==> images/placement.png <==
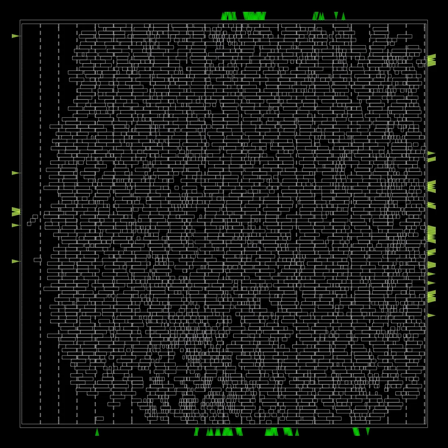
==> images/io_placement.png <==
Pins as bars across the die edge, other pins in grey.
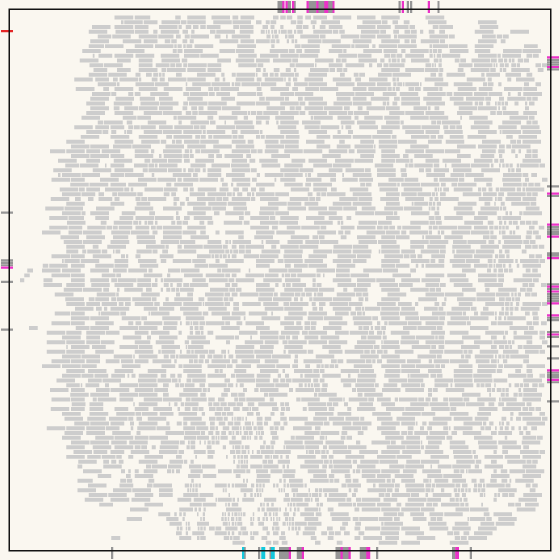
==> images/layer_met3.png <==
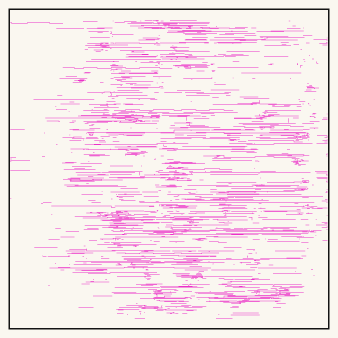
==> images/clk_routes.png <==
The bar under the picture is 100 um long.
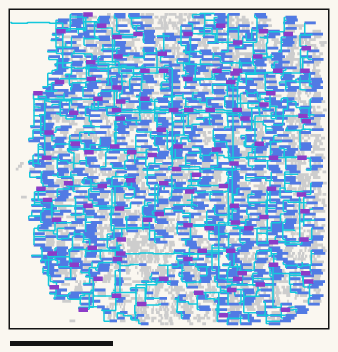
## src/rtl/reg_file_sb.sv

```systemverilog
// Integer register file with issue-time scoreboard and a self-clearing reset.
// Ports: clk/rst_n (sync active-low), ready, two read ports rs1/rs2 with
//   data and busy outputs, writeback wr/rd/rd_data, reserve rsv/rsv_rd.
module reg_file_sb #(
    parameter int XLEN   = 32,
    parameter int NREGS  = 32,
    parameter int BYPASS = 1
) (
    input  logic                     clk,
    input  logic                     rst_n,
    output logic                     ready,
    input  logic [$clog2(NREGS)-1:0] rs1,
    input  logic [$clog2(NREGS)-1:0] rs2,
    output logic [XLEN-1:0]          rs1_data,
    output logic [XLEN-1:0]          rs2_data,
    output logic                     rs1_busy,
    output logic                     rs2_busy,
    input  logic                     wr,
    input  logic [$clog2(NREGS)-1:0] rd,
    input  logic [XLEN-1:0]          rd_data,
    input  logic                     rsv,
    input  logic [$clog2(NREGS)-1:0] rsv_rd
);

    localparam int AW = $clog2(NREGS);

    typedef enum logic {
        CLEAR,
        RUN
    } state_e;

    state_e           state_q;
    logic [AW-1:0]    clr_idx_q;
    logic             ready_q;
    logic [XLEN-1:0]  regs_q [NREGS];
    logic [NREGS-1:0] busy_q;
    logic [NREGS-1:0] busy_d;

    logic run;
    logic wr_en;
    logic rsv_en;
    logic fwd1;
    logic fwd2;

    assign run    = (state_q == RUN);
    assign wr_en  = run && wr && (rd != '0);
    assign rsv_en = run && rsv && (rsv_rd != '0);

    // Set is applied after clear so a new producer reserving the same
    // index as a retiring writeback keeps the register pending.
    always_comb begin
        busy_d = busy_q;
        if (wr_en) begin
            busy_d[rd] = 1'b0;
        end
        if (rsv_en) begin
            busy_d[rsv_rd] = 1'b1;
        end
        busy_d[0] = 1'b0;
    end

    always_ff @(posedge clk) begin
        if (!rst_n) begin
            state_q   <= CLEAR;
            clr_idx_q <= '0;
            ready_q   <= 1'b0;
            busy_q    <= '0;
        end else begin
            busy_q <= busy_d;
            unique case (state_q)
                CLEAR: begin
                    clr_idx_q <= clr_idx_q + AW'(1);
                    if (clr_idx_q == AW'(NREGS - 1)) begin
                        state_q <= RUN;
                        ready_q <= 1'b1;
                    end
                end
                RUN: begin
                    state_q <= RUN;
                end
                default: begin
                    state_q <= CLEAR;
                    ready_q <= 1'b0;
                end
            endcase
        end
    end

    // Storage has no reset of its own; the CLEAR walk zeroes it.
    always_ff @(posedge clk) begin
        if (rst_n) begin
            if (!run) begin
                regs_q[clr_idx_q] <= '0;
            end else if (wr_en) begin
                regs_q[rd] <= rd_data;
            end
        end
    end

    assign fwd1 = (BYPASS != 0) && wr_en && (rd == rs1);
    assign fwd2 = (BYPASS != 0) && wr_en && (rd == rs2);

    assign rs1_data = (!run || rs1 == '0) ? '0 :
                      fwd1 ? rd_data : regs_q[rs1];
    assign rs2_data = (!run || rs2 == '0) ? '0 :
                      fwd2 ? rd_data : regs_q[rs2];

    // busy_q[0] is never set, so x0 reads as not busy.
    assign rs1_busy = run && busy_q[rs1] && !fwd1;
    assign rs2_busy = run && busy_q[rs2] && !fwd2;

    assign ready = ready_q;

endmodule

```

## config.mk

```make
export PLATFORM = sky130hd
export DESIGN_NAME = reg_file_sb
export DESIGN_NICKNAME = d
export VERILOG_FILES = /design/src/rtl/reg_file_sb.sv
export SDC_FILE = /design/constraint.sdc
export NUM_CORES = 1
export LEC_CHECK = 0
export CORE_MARGIN = 1
export CORE_UTILIZATION = 55
export DETAILED_ROUTE_END_ITERATION = 12
export PLACE_DENSITY_LB_ADDON = 0.2
export SLEW_MARGIN = 15
export SYNTH_ARGS = -nofsm -noshare
export SYNTH_HDL_FRONTEND = slang
export SYNTH_SLANG_ARGS = --single-unit
```

## constraint.sdc

```tcl
create_clock -name clk -period 13.1 [get_ports clk]
set_clock_uncertainty 0.1 [all_clocks]
set_input_delay 2.62 -clock clk [delete_from_list [all_inputs] [get_ports clk]]
set_output_delay 2.62 -clock clk [all_outputs]
set_load 0.1 [all_outputs]
```

==> results.py <==
# Auto-generated metrics
metrics = {
    "timing": {
        "maxSlewHeadroom_pct": 16.9,
        "final-hold-violation-count": 0,
        "final_critical_path_setup_slack_ns": 3.06,
        "fin_crit_sh_pct": 76.6,
        "tns_ns": 0,
        "maxSlewViolCount": 0,
        "tightest_slew_ns": 1.24,
        "finalSetupViolCount": 0,
    },
    "route": {
        "wire_per_inst_um": 36.1,
        "wl_met3_um": 17900,
        "drt_iter0_drc": 4543,
        "drt_first_pass_iters": 7,
        "avgViaCountPerCell": 7.39,
        "drc": 0,
        "wl_met1_um": 58100,
        "routed_wl_um": 160000,
    },
    "cells_and_area": {
        "area_growth_pct": 11.4,
        "num_antenna_cells": 0,
        "finalInstanceArea_sq_um": 57200,
        "finalNetCount": 3142,
        "final-comb-area_sq_um": 18800,
        "regArea_sq_um": 31500,
    },
    "cts": {
        "post_cts_buffers": 0,
        "ctsRootBufferMaster": "clkbuf_16",
        "cts_buffer_depth": 3,
        "cts_hold_buf": 0,
        "clkLatencyLatePin_ns": 0.68,
        "cts_resized": 0,
        "cts.sinks": 1062,
        "h-tree-depth": 3,
        "cts_buffers": 108,
    },
    "power": {
        "powerDensity_nw_per_um2": 127,
        "peakVddDrop_v": 0.0000915,
        "leakagePower_nw": 17.9,
    },
    "yosys": {
        "synth_flops": 1062,
        "common_cells": "edfxtp_1, mux4_2, mux2i_1",
        "most_common_cell": "edfxtp_1",
        "ys_seq_share_pct": 61.4,
        "flop_cell": "edfxtp_1",
        "yosysTopAreaCell": "edfxtp_1",
        "muxShareOfSynthArea_pct": 23.8,
        "avgSynthCellArea_sq_um": 17.0,
        "synth-area-yosys_sq_um": 51300,
        "yosysWarnings": 0,
        "yosys.area_share.aoi_pct": 8.24,
        "syn_area_sq_um": 51300,
        "ys_sh_simple_pct": 3.60,
        "edf_count": 1024,
        "logic_family": "multiplexers",
        "xor_share_pct": 0.222,
    },
    "setup_path": {
        "r2r_slack_ns": 8.50,
        "crit_start": "rs2[1]",
        "worstSetupEndpointType": "output pin",
        "crit_type": "in2out",
        "cp_slowest_cell": "clkdlybuf4s50_1",
        "timing.rr.start": "run$_SDFF_PN0_",
        "crit_chain": "buf_6, buf_4, and2_2, buf_4, a221oi_1, o31ai_1, o32a_1, a21oi_1, clkdlybuf4s50_1",
        "slowest_delay_ns": 1.00,
        "reg2reg_to": "regs_q[28][23]$_DFFE_PP_",
        "crit_required_ns": 10.38,
        "reg2regPathDepth": 6,
    },
    "place": {
        "io_buffer_count": 122,
        "place_congestion": 0.890,
    },
    "worst_hold_path": {
        "hold_class": "reg2reg",
    },
    "job": {
        "maxCapViolations": 0,
        "warnings": 31,
    },
    "global_route": {
        "grt_pass1_wl_um": 228000,
        "globalRouteTotalUtil_pct": 33.8,
    },
    "floorplanning": {
        "fp.dieArea_sq_um": 94600,
        "fp.dieH_um": 308,
        "fp_util_pct": 55.8,
        "die_w_um": 308,
        "ios": 123,
        "num_rows": 111,
    },
    "outcome": {
        "outcome": "finished clean",
    },
}
-- placement.png (at the start) --
# Taps: 1243
final std cells w/o fill: 4421
filler instances: 6445
final core utilization: 62.1%

-- io_placement.png (at the start) --
rd_data -> magenta  # pins 32, direction input, edge 13 right, 10 top, 8 bottom, 1 left
clk -> red  # pins 1, direction input, edge left
rd -> cyan  # pins 5, direction input, edge bottom
all pins by edge = 42 right, 41 bottom, 32 top, 8 left

-- layer_met3.png (at the start) --
wire length on this layer = 17900 um
longest straight run = 178 um
share of all routed wire = 11%
nets with wire on the layer = 486

-- clk_routes.png (at the start) --
clock wires -> cyan  # length 12200 um
flip-flops -> blue  # count 1062
clock drivers -> purple  # count 108
flops lie = all over the die

layout make-up:
type | instances | area share, %
flip-flops and latches | 1062 | 55.1
multi-input cells | 1707 | 32.8
clock buffers | 134 | 4.97
repair buffers | 198 | 3.24
well taps | 1243 | 2.72
clock inverters | 70 | 1.07
inverters | 7 | 0.0460
cells in the final DEF (no fill, tap or decap), types with 27 or more instances in the layout:
| master | count |
|---|---|
| a211o_1 | 42 |
| a211oi_1 | 42 |
| a21oi_1 | 88 |
| a221oi_1 | 161 |
| a22oi_1 | 40 |
| and2_1 | 36 |
| buf_4 | 74 |
| clkbuf_16 | 110 |
| clkdlybuf4s50_1 | 113 |
| dfxtp_1 | 38 |
| edfxtp_1 | 1024 |
| mux2i_1 | 358 |
| mux4_2 | 375 |
| nand2_1 | 85 |
| nand2b_1 | 28 |
| nor2_1 | 39 |
| nor2_4 | 34 |
| nor2b_1 | 48 |
| nor3_1 | 27 |
| o21ai_0 | 83 |
| o21bai_1 | 33 |
per-stage QoR:
stage               instances  hold WS, ns
floorplan                3022        0.360
global route             4421        0.412
detailed placement       4217        0.381
finish                   4421        0.389
CTS                      4421        0.389
global placement         4217        0.369
report_power, final:
| group | switching (W) | leakage (nW) | total (W) | internal [W] |
|---|---|---|---|---|
| Sequential | 0.0000110 | 8.83 | 0.00370 | 0.00369 |
| Clock | 0.00132 | 1.68 | 0.00304 | 0.00172 |
| Combinational | 0.000313 | 7.40 | 0.000522 | 0.000209 |
| Total | 0.00165 | 17.9 | 0.00727 | 0.00562 |
cell families after synthesis:
logic type / count (synthesis)
XOR/XNOR: 13
AND/OR/NAND/NOR: 361
flip-flops: 1062
AND-OR/OR-AND: 582
multiplexers: 749
buffers and inverters: 253
adder cells (fa/ha/maj): 2
worst max-delay path, delay by kind of cell:
| kind | cells | cell delay (ns) |
|---|---|---|
| buffers and inverters | 4 | 3.00 |
| AOI/OAI and AO/OA | 4 | 1.01 |
| and+or+nand+nor | 1 | 0.62 |
worst min path at each step:
stage	from	endpoint	slack (ns)	cells past startpoint
after CTS	busy_q[10]$_SDFF_PN0_	busy_q[10]$_SDFF_PN0_	0.39	2
after global placement	busy_q[28]$_SDFF_PN0_	busy_q[28]$_SDFF_PN0_	0.37	2
after detailed placement	busy_q[10]$_SDFF_PN0_	busy_q[10]$_SDFF_PN0_	0.38	2
after floorplan	busy_q[30]$_SDFF_PN0_	busy_q[30]$_SDFF_PN0_	0.36	2
final	busy_q[10]$_SDFF_PN0_	busy_q[10]$_SDFF_PN0_	0.39	2
after global routing	busy_q[5]$_SDFF_PN0_	busy_q[5]$_SDFF_PN0_	0.41	2
registers in the layout, indices dropped and copies added, names as in the netlist:
signal	cells
regs_q	1024
busy_q	31
clr_idx_q	5
ready	1
run	1
per-layer routing:
layer | up-vias | global-route usage (%)
li1 | 12900 | -
met1 | 17000 | 44.7
met2 | 2305 | 54.1
met3 | 472 | 7.79
met4 | 0 | 14.3
met5 | - | 0
Power is estimated from default activity; no workload was simulated.
